**src/rtl/can_tx_loader_pkg.sv**
```systemverilog
// Shared types, register constants and frame-image helpers for the CAN TX frame loader.
// Frame image layout: control byte, ID bytes (4 extended / 2 standard), then payload bytes.
package can_tx_loader_pkg;

    typedef enum logic [2:0] {
        IDLE,
        LOAD,
        CMD,
        WAIT_DONE,
        ABORT,
        RESP
    } state_e;

    localparam logic [7:0] CMD_ADDR = 8'd1;
    localparam logic [7:0] CMD_TR   = 8'h01;
    localparam logic [7:0] CMD_AT   = 8'h02;

    // Payload length is clamped to 8 bytes; RTR frames carry no payload.
    function automatic logic [3:0] frame_len(input logic ext, input logic rtr, input logic [3:0] dlc);
        logic [3:0] nd;
        nd = rtr ? 4'd0 : ((dlc > 4'd8) ? 4'd8 : dlc);
        return 4'd1 + (ext ? 4'd4 : 4'd2) + nd;
    endfunction

    function automatic logic [7:0] frame_byte(input logic [28:0] id, input logic ext, input logic rtr,
                                              input logic [3:0] dlc, input logic [63:0] data,
                                              input logic [3:0] idx);
        logic [2:0] dpos;
        logic [7:0] b;
        b    = 8'h00;
        dpos = 3'(idx - (ext ? 4'd5 : 4'd3));
        if (idx == 4'd0) begin
            b = {ext, rtr, 2'b00, dlc};
        end else if (ext && idx <= 4'd4) begin
            case (idx)
                4'd1:    b = id[28:21];
                4'd2:    b = id[20:13];
                4'd3:    b = id[12:5];
                default: b = {id[4:0], 3'b000};
            endcase
        end else if (!ext && idx <= 4'd2) begin
            b = (idx == 4'd1) ? id[10:3] : {id[2:0], 5'b00000};
        end else begin
            b = data[{dpos, 3'b000} +: 8];
        end
        return b;
    endfunction

endpackage

```
**src/rtl/can_tx_timeout_cnt.sv**
```systemverilog
// Counts consecutive enabled cycles; expired_o flags the LIMIT-th one (combinational, same cycle).
// Clears whenever en_i drops, so each WAIT_DONE visit starts from zero.
module can_tx_timeout_cnt #(
    parameter int LIMIT = 200000
) (
    input  logic clk_i,
    input  logic rst_n_i,
    input  logic en_i,
    output logic expired_o
);
    localparam int W = $clog2(LIMIT + 1);

    logic [W-1:0] cnt_q, cnt_d;

    always_comb begin
        cnt_d     = '0;
        expired_o = en_i && (cnt_q == W'(LIMIT - 1));
        if (en_i && !expired_o) begin
            cnt_d = cnt_q + W'(1);
        end else if (en_i) begin
            cnt_d = cnt_q;
        end
    end

    always_ff @(posedge clk_i or negedge rst_n_i) begin
        if (!rst_n_i) cnt_q <= '0;
        else          cnt_q <= cnt_d;
    end

endmodule

```
**src/rtl/can_tx_frame_loader.sv**
```systemverilog
// Writes one CAN frame image into the controller TX buffer (1 byte/cycle, first write the cycle after accept),
// then issues transmission request; req_ready_o only in IDLE. Optional WAIT_DONE timeout: CAN_TX_LOADER_TIMEOUT_EN.
module can_tx_frame_loader
    import can_tx_loader_pkg::*;
#(
    parameter int TIMEOUT_CYCLES = 200000
) (
    input  logic        clk_i,
    input  logic        rst_n_i,
    input  logic        req_valid_i,
    output logic        req_ready_o,
    input  logic [28:0] id_i,
    input  logic        ext_i,
    input  logic        rtr_i,
    input  logic [3:0]  dlc_i,
    input  logic [63:0] data_i,
    output logic        tx_we_o,
    output logic [3:0]  tx_addr_o,
    output logic [7:0]  tx_data_o,
    output logic        reg_we_o,
    output logic [7:0]  reg_addr_write_o,
    output logic [7:0]  reg_data_o,
    input  logic        tx_done_i,
    output logic        resp_valid_o,
    output logic        resp_ok_o
);
    state_e      state_q, state_d;
    logic [28:0] id_q, id_d;
    logic        ext_q, ext_d;
    logic        rtr_q, rtr_d;
    logic [3:0]  dlc_q, dlc_d;
    logic [63:0] data_q, data_d;
    logic [3:0]  len_q, len_d;
    logic [3:0]  idx_q, idx_d;
    logic        ok_q, ok_d;

`ifdef CAN_TX_LOADER_TIMEOUT_EN
    logic timeout;

    can_tx_timeout_cnt #(.LIMIT(TIMEOUT_CYCLES)) u_timeout (
        .clk_i     (clk_i),
        .rst_n_i   (rst_n_i),
        .en_i      (state_q == WAIT_DONE),
        .expired_o (timeout)
    );
`else
    logic unused_cfg;
    assign unused_cfg = ^{TIMEOUT_CYCLES, CMD_AT};
`endif

    always_comb begin
        state_d          = state_q;
        id_d             = id_q;
        ext_d            = ext_q;
        rtr_d            = rtr_q;
        dlc_d            = dlc_q;
        data_d           = data_q;
        len_d            = len_q;
        idx_d            = idx_q;
        ok_d             = ok_q;
        req_ready_o      = 1'b0;
        tx_we_o          = 1'b0;
        tx_addr_o        = 4'd0;
        tx_data_o        = 8'h00;
        reg_we_o         = 1'b0;
        reg_addr_write_o = 8'h00;
        reg_data_o       = 8'h00;
        resp_valid_o     = 1'b0;
        resp_ok_o        = 1'b0;

        case (state_q)
            IDLE: begin
                req_ready_o = 1'b1;
                if (req_valid_i) begin
                    id_d    = id_i;
                    ext_d   = ext_i;
                    rtr_d   = rtr_i;
                    dlc_d   = dlc_i;
                    data_d  = data_i;
                    len_d   = frame_len(ext_i, rtr_i, dlc_i);
                    idx_d   = 4'd0;
                    state_d = LOAD;
                end
            end
            LOAD: begin
                tx_we_o   = 1'b1;
                tx_addr_o = idx_q;
                tx_data_o = frame_byte(id_q, ext_q, rtr_q, dlc_q, data_q, idx_q);
                idx_d     = idx_q + 4'd1;
                if (idx_q == len_q - 4'd1) state_d = CMD;
            end
            CMD: begin
                reg_we_o         = 1'b1;
                reg_addr_write_o = CMD_ADDR;
                reg_data_o       = CMD_TR;
                state_d          = WAIT_DONE;
            end
            WAIT_DONE: begin
                // A completion arriving on the timeout cycle still counts as success.
                if (tx_done_i) begin
                    ok_d    = 1'b1;
                    state_d = RESP;
                end
`ifdef CAN_TX_LOADER_TIMEOUT_EN
                else if (timeout) begin
                    state_d = ABORT;
                end
`endif
            end
`ifdef CAN_TX_LOADER_TIMEOUT_EN
            ABORT: begin
                reg_we_o         = 1'b1;
                reg_addr_write_o = CMD_ADDR;
                reg_data_o       = CMD_AT;
                ok_d             = 1'b0;
                state_d          = RESP;
            end
`endif
            RESP: begin
                resp_valid_o = 1'b1;
                resp_ok_o    = ok_q;
                ok_d         = 1'b0;
                state_d      = IDLE;
            end
            default: state_d = IDLE;
        endcase
    end

    always_ff @(posedge clk_i or negedge rst_n_i) begin
        if (!rst_n_i) begin
            state_q <= IDLE;
            id_q    <= '0;
            ext_q   <= 1'b0;
            rtr_q   <= 1'b0;
            dlc_q   <= '0;
            data_q  <= '0;
            len_q   <= '0;
            idx_q   <= '0;
            ok_q    <= 1'b0;
        end else begin
            state_q <= state_d;
            id_q    <= id_d;
            ext_q   <= ext_d;
            rtr_q   <= rtr_d;
            dlc_q   <= dlc_d;
            data_q  <= data_d;
            len_q   <= len_d;
            idx_q   <= idx_d;
            ok_q    <= ok_d;
        end
    end

endmodule

```
**config.mk**
```make
export PLATFORM = sky130hd
export DESIGN_NAME = can_tx_frame_loader
export DESIGN_NICKNAME = d
export VERILOG_FILES = /design/src/rtl/can_tx_loader_pkg.sv /design/src/rtl/can_tx_timeout_cnt.sv /design/src/rtl/can_tx_frame_loader.sv
export SDC_FILE = /design/constraint.sdc
export NUM_CORES = 1
export LEC_CHECK = 0
export ABC_AREA = 1
export CAP_MARGIN = 40
export CORE_MARGIN = 3
export CORE_UTILIZATION = 40
export CTS_CLUSTER_DIAMETER = 80
export DETAILED_ROUTE_END_ITERATION = 8
export GPL_TIMING_DRIVEN = 1
export PLACE_DENSITY = 0.64
export SYNTH_ARGS = -nofsm -noshare
export SYNTH_HDL_FRONTEND = slang
export SYNTH_SLANG_ARGS = --single-unit
```
**constraint.sdc**
```tcl
create_clock -name clk_i -period 3.15 [get_ports clk_i]
set_clock_uncertainty 0.2 [all_clocks]
set_input_delay 0.63 -clock clk_i [delete_from_list [all_inputs] [get_ports clk_i]]
set_output_delay 0.63 -clock clk_i [all_outputs]
set_load 0.005 [all_outputs]
```
==> results_slide.txt <==
Physical Implementation Snapshot

Status
  – Status: finished, violations left
  – Failing checks: negative hold slack, negative setup slack

Detailed routing
  – WL per Instance: 14.1 um
  – Met1 WL: 7.17 mm
  – DR top layer: met4
  – DRT iter0 DRCs: 412

Power and ir drop
  – Comb power: 0.00482 W
  – Peak supply drop: 0.422 mV
  – PwrDens: 1100 mW/mm2

Flow run
  – Log Warnings: 30
  – Max-Cap Viols: 0

Yosys
  – Top logic family: simple AND/OR/NAND/NOR gates
  – Register share after synthesis: 47.4%
  – Post-Synth Simple-Gate Area: 32.9%

Placement
  – DP Cell Count: 1,076
  – Gpl congestion: 0.911

Final timing
  – Fin Setup TNS: -0.111 ns
  – Setup ws final: -0.0517 ns
  – Setup violators final: 5
  – Worst hold slack: -0.00148 ns
  – Hold Fails Final Rpt: 2
  – Max Fclk: 312 MHz

Setup path
  – Crit Path Category: reg2out
  – CP Capture Point: tx_data_o[1]
  – WP buf/inv: 3
  – Slowest CP cell: fa_2
  – CP most frequent cell: nand3_1
  – CP Depth: 9
  – Worst reg2reg path depth: 6

Final layout
  – Nets: 1,022
  – Non-filler instance count after layout: 1,096
  – Final cell utilization of the core: 54.8%

Global route
  – GR Util met2: 30.9%
  – Busiest grt layer: met2
  – GRT Util Overall: 19.8%

CTS
  – Hold-fix buffers at CTS: 0
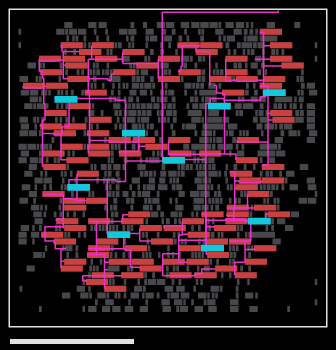
*Clock network drawn from the DEF*
Scale bar: 50 um.
[cyan] cells driving clock nets | count: 9
[red] flip-flops | count: 111
[magenta] clock wires | length: 1,300 um
routed clock nets: 10

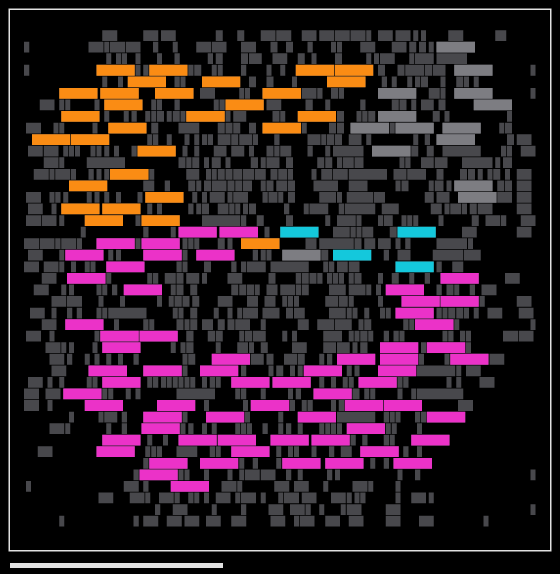
*Register map, names as in the netlist*
Scale bar: 50 um. Other sequential cells in the stronger gray, the rest of the logic in the fainter gray.
| color | netlist name | flops |
|---|---|---|
| cyan | `idx_q` | 4 |
| orange | `id_q` | 29 |
| magenta | `data_q` | 64 |
not colored: 14

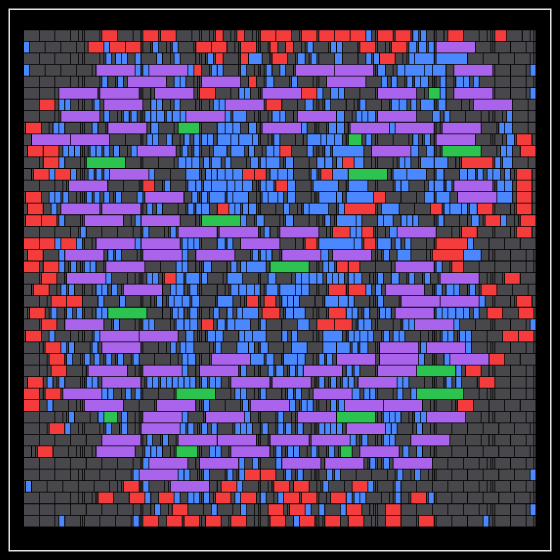
*Placed cells, one color a class*
Fill, decap, tap and diode cells in gray.
| color | class | cells |
|---|---|---|
| red | other buffers and delay cells | 152 |
| green | clock drivers and dummy loads | 16 |
| blue | all other logic | 637 |
| purple | flops | 111 |

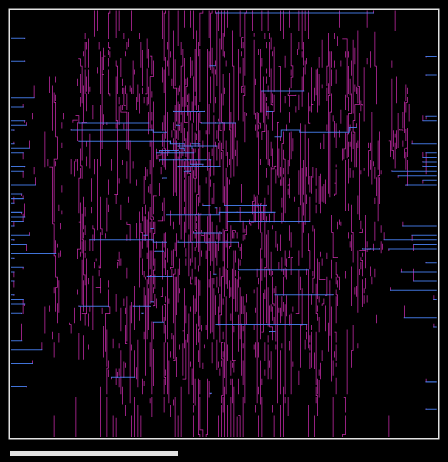
*Signal wires by layer*
Scale bar: 50 um. Two of the layers only.
| color | layer | wire length |
|---|---|---|
| blue | met3 | 796 um |
| magenta | met2 | 7,130 um |

No activity file was given, so power comes from the tool's default toggle rates.
